$ cat config.mk
export PLATFORM = sky130hd
export DESIGN_NAME = quant_coeff_loader
export DESIGN_NICKNAME = d
export VERILOG_FILES = /design/src/rtl/quant_coeff_loader.sv
export SDC_FILE = /design/constraint.sdc
export NUM_CORES = 1
export LEC_CHECK = 0
export ABC_AREA = 1
export CORE_MARGIN = 2
export CORE_UTILIZATION = 40
export CTS_CLUSTER_SIZE = 14
export DETAILED_ROUTE_END_ITERATION = 8
export PLACE_DENSITY_LB_ADDON = 0.3
export SYNTH_ARGS = -nofsm -noshare
export SYNTH_HDL_FRONTEND = slang
export SYNTH_SLANG_ARGS = --single-unit
$ cat constraint.sdc
create_clock -name OPB_Clk -period 5.6 [get_ports OPB_Clk]
set_input_delay 1.12 -clock OPB_Clk [delete_from_list [all_inputs] [get_ports OPB_Clk]]
set_output_delay 1.12 -clock OPB_Clk [all_outputs]
set_load 0.01 [all_outputs]
$ cat src/rtl/quant_coeff_loader.sv
// Sequences software-requested writes into the quantizer coefficient BRAM.
// Supports single words, wrapping range fills and spectrum-sync gating.
module quant_coeff_loader #(
  parameter int ADDR_W = 10,
  parameter int DATA_W = 32,
  parameter int LEN_W  = 16
) (
  input  logic              OPB_Clk,
  input  logic              OPB_Rst,
  input  logic [31:0]       reg_addr,
  input  logic [31:0]       reg_data,
  input  logic [31:0]       reg_ctrl,
  input  logic              sync_in,
  output logic              coef_we,
  output logic [ADDR_W-1:0] coef_addr,
  output logic [DATA_W-1:0] coef_din,
  output logic              busy,
  output logic              done,
  output logic [31:0]       status
);

  // Wide enough to hold both the largest length field and a full 2^ADDR_W fill.
  localparam int REM_W = ((LEN_W > ADDR_W) ? LEN_W : ADDR_W) + 1;

  typedef enum logic [1:0] {IDLE, ARM, WRITE, DONE} state_t;

  state_t            state;
  logic              ctrl0_d;
  logic [ADDR_W-1:0] addr;
  logic [DATA_W-1:0] data;
  logic [REM_W-1:0]  remaining;
  logic [REM_W-1:0]  fill_len;
  logic [15:0]       count;
  logic [15:0]       last_count;
  logic              overrun;
  logic              aborted;
  logic              go;
  logic              abort;

  assign abort = reg_ctrl[3];
  assign go    = reg_ctrl[0] & ~ctrl0_d & ~abort;
  assign busy  = (state == ARM) || (state == WRITE);
  assign status = {13'b0, busy, aborted, overrun, last_count};

  always_comb begin
    fill_len = REM_W'(1);
    if (reg_ctrl[2]) begin
      if (reg_ctrl[16 +: LEN_W] == '0)
        fill_len = REM_W'(1) << ADDR_W;
      else
        fill_len = REM_W'(reg_ctrl[16 +: LEN_W]);
    end
  end

  always_ff @(posedge OPB_Clk or posedge OPB_Rst) begin
    if (OPB_Rst) begin
      state      <= IDLE;
      ctrl0_d    <= 1'b0;
      addr       <= '0;
      data       <= '0;
      remaining  <= '0;
      count      <= '0;
      last_count <= '0;
      overrun    <= 1'b0;
      aborted    <= 1'b0;
      coef_we    <= 1'b0;
      coef_addr  <= '0;
      coef_din   <= '0;
      done       <= 1'b0;
    end else begin
      ctrl0_d <= reg_ctrl[0];
      coef_we <= 1'b0;
      done    <= 1'b0;

      if (abort)
        overrun <= 1'b0;
      else if (go && state != IDLE)
        overrun <= 1'b1;

      case (state)
        IDLE: begin
          if (go) begin
            addr      <= reg_addr[ADDR_W-1:0];
            data      <= reg_data[DATA_W-1:0];
            remaining <= fill_len;
            count     <= '0;
            aborted   <= 1'b0;
            state     <= reg_ctrl[1] ? ARM : WRITE;
          end
        end
        ARM: begin
          if (abort) begin
            aborted    <= 1'b1;
            last_count <= count;
            state      <= IDLE;
          end else if (sync_in) begin
            state <= WRITE;
          end
        end
        WRITE: begin
          if (abort) begin
            aborted    <= 1'b1;
            last_count <= count;
            state      <= IDLE;
          end else begin
            coef_we   <= 1'b1;
            coef_addr <= addr;
            coef_din  <= data;
            addr      <= addr + 1'b1;
            remaining <= remaining - 1'b1;
            if (count != 16'hFFFF)
              count <= count + 16'd1;
            if (remaining == REM_W'(1))
              state <= DONE;
          end
        end
        DONE: begin
          // The final word is already on the bus; an abort here only suppresses done.
          last_count <= count;
          state      <= IDLE;
          if (abort)
            aborted <= 1'b1;
          else
            done <= 1'b1;
        end
        default: state <= IDLE;
      endcase
    end
  end

endmodule
==> changes_impl.md <==
### Implementation results

* Status: finished, final reports clean
* Finish-stage setup viols at 0
* Top cells, area: dfrtp_1 52%, nand2_1 14%, o21ai_0 7.4%
* Dominant comb cell: simple AND/OR/NAND/NOR gates
* Relative slew margins at 0.311
* Crit path DAT at 1800 ps
* Chip area at 17900 µm²
* Worst-skew pair later-pin latency at 410 ps
* Post-layout period usage at 0.522
* Gr ovfl total at 0
* Wire length on met2 at 6.88 mm
* # hold bufs at CTS at 0
* Antenna violations before repair at 0
* Worst-Margin Slew at 1030 ps
* Layout fillers at 1565
* Routed Antenna Nets at 0
* Synth Flop Type: dfrtp_1
* Setup bufs post-CTS at 0
* Most common logic cells in the final layout: 246 x nand2_1, 140 x dfrtp_1, 128 x clkdlybuf4s50_1, 100 x o21ai_0, 89 x inv_1
* DRC viols at 0
* Final core utilization at 0.524
* Logic area at 2620 µm²
* Layout Skew at 8.81 ps
* Mux area share at 0.00836
* Yosys Warn Count at 0
* Max stage delay cell, worst path: clkdlybuf4s50_1
* Cell type with the largest total area: dfrtp_1
* Synth Area in Simple Gates at 0.229
* Root Buffer: clkbuf_16
* CP cell instances: inv_1 -> ha_1 -> clkdlybuf4s50_1
* Vias per cell at 4.72
* # diodes at 0
* Cell Count, Final, Fillers Out at 1193
* Hold WS at 481 ps
* Reg clk slew, reported paths at 60 ps
* Largest net degree at the start of global routing at 113
* Post-CTS sizing at 0
* Metal-1 WL at 7.18 mm
* Routed length on met3 at 690 µm
* Die Y-Extent at 134 µm
* First-pass GRT wire length at 25.2 mm
* Adder share at 0.0149
* Post-DR wirelength/cell at 12.5 µm
* NumNets Final at 1067
* Tmin final at 2920 ps
* Data required, critical path at 4480 ps
* Unrepaired setup endpoints after global routing: false
* First-pass DRT Iterations at 7
* Synth Seq Share at 0.520
* Max-capacitance violation count at 0
## flip-flops by register name (all words and copies together), names as in the netlist
register and flops:
done 1, remaining 17, coef_addr 10, data 32
count 16, ctrl0_d 1, coef_din 32, coef_we 1
addr 10, aborted 1, last_count 16, overrun 1
state 2
## final timing paths
path / start / to / slack, ps / cells past startpoint
max: state[0]$_DFFE_PP0P_ / status[18] / 2680 / 3
min: coef_din[3]$_DFFE_PP0P_ / coef_din[3]$_DFFE_PP0P_ / 480 / 2
max reg2reg: state[0]$_DFFE_PP0P_ / count[9]$_DFFE_PP0P_ / 3220 / 9
min reg2reg: coef_din[3]$_DFFE_PP0P_ / coef_din[3]$_DFFE_PP0P_ / 480 / 2
max in group asynchronous: OPB_Rst / addr[5]$_DFFE_PP0P_ / 3220 / 3
min in group asynchronous: OPB_Rst / coef_din[11]$_DFFE_PP0P_ / 1310 / 2
## through the flow
stage	setup WS, ps	power, mW	cell area, µm²
floorplan	727	2.83	6780
global placement	2300	3.48	8080
detailed placement	2230	3.52	8080
CTS	2650	4.67	8670
global route	2450	5.00	8670
finish	2680	4.61	8670
## layout make-up
| class | count | share of cell area |
|---|---|---|
| clock inverter | 14 | 0.0180 |
| inverter | 96 | 0.0424 |
| tap | 220 | 0.0318 |
| sequential | 140 | 0.404 |
| clock buffer | 18 | 0.0495 |
| multi-input combinational | 573 | 0.303 |
| timing repair buffer | 132 | 0.151 |
## report_power, final
| group | switching [mW] | leakage, nW | total [mW] | internal (mW) |
|---|---|---|---|---|
| Clock | 0.455 | 0.280 | 1.12 | 0.665 |
| Combinational | 1.04 | 2.02 | 1.82 | 0.785 |
| Sequential | 0.232 | 1.74 | 1.66 | 1.43 |
## critical path: cells and delay by family, from the launching register on
family     cells  cell delay (ps)
fa+ha+maj      1              360
buf+inv        2              640
flops          1              400
Fig. 1: the metal 1 layer
Drawn at 3 px/µm. Cells faint in the background.
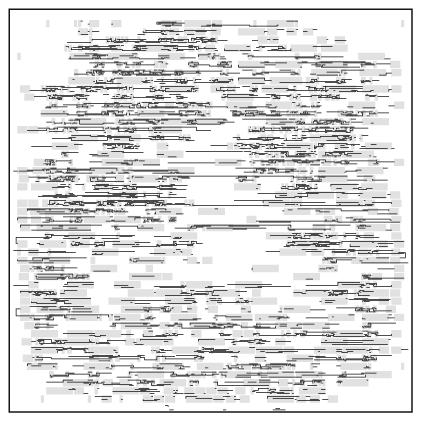
The longest straight run is 43.7 µm. 904 nets have wire on it. The layer holds 48% of the routed length. The wires run mostly horizontal.
drt total wl: 14.9 mm
met1 Usage GRT: 0.246
via count: 5629

Fig. 2: signal wires on met2
Drawn at 4 px/µm.
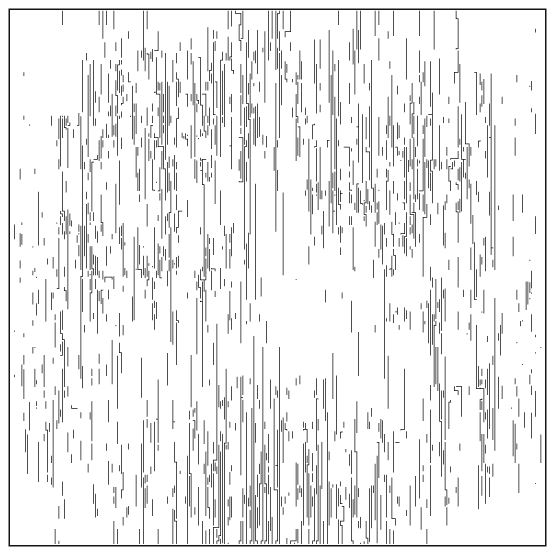
The longest straight run is 51.8 µm. 787 nets have wire on it. The layer holds 46% of the routed length.
M2 GR Usage: 0.269

Fig. 3: met3 routing
Drawn at 2 px/µm. Cells faint in the background.
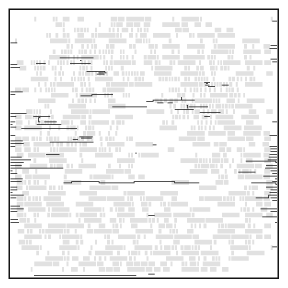
95 nets have wire on it. The longest straight run is 50.8 µm. The layer carries 690 µm of wire.
M3 GR Usage: 0.0373

Power is estimated from default activity; no workload was simulated.
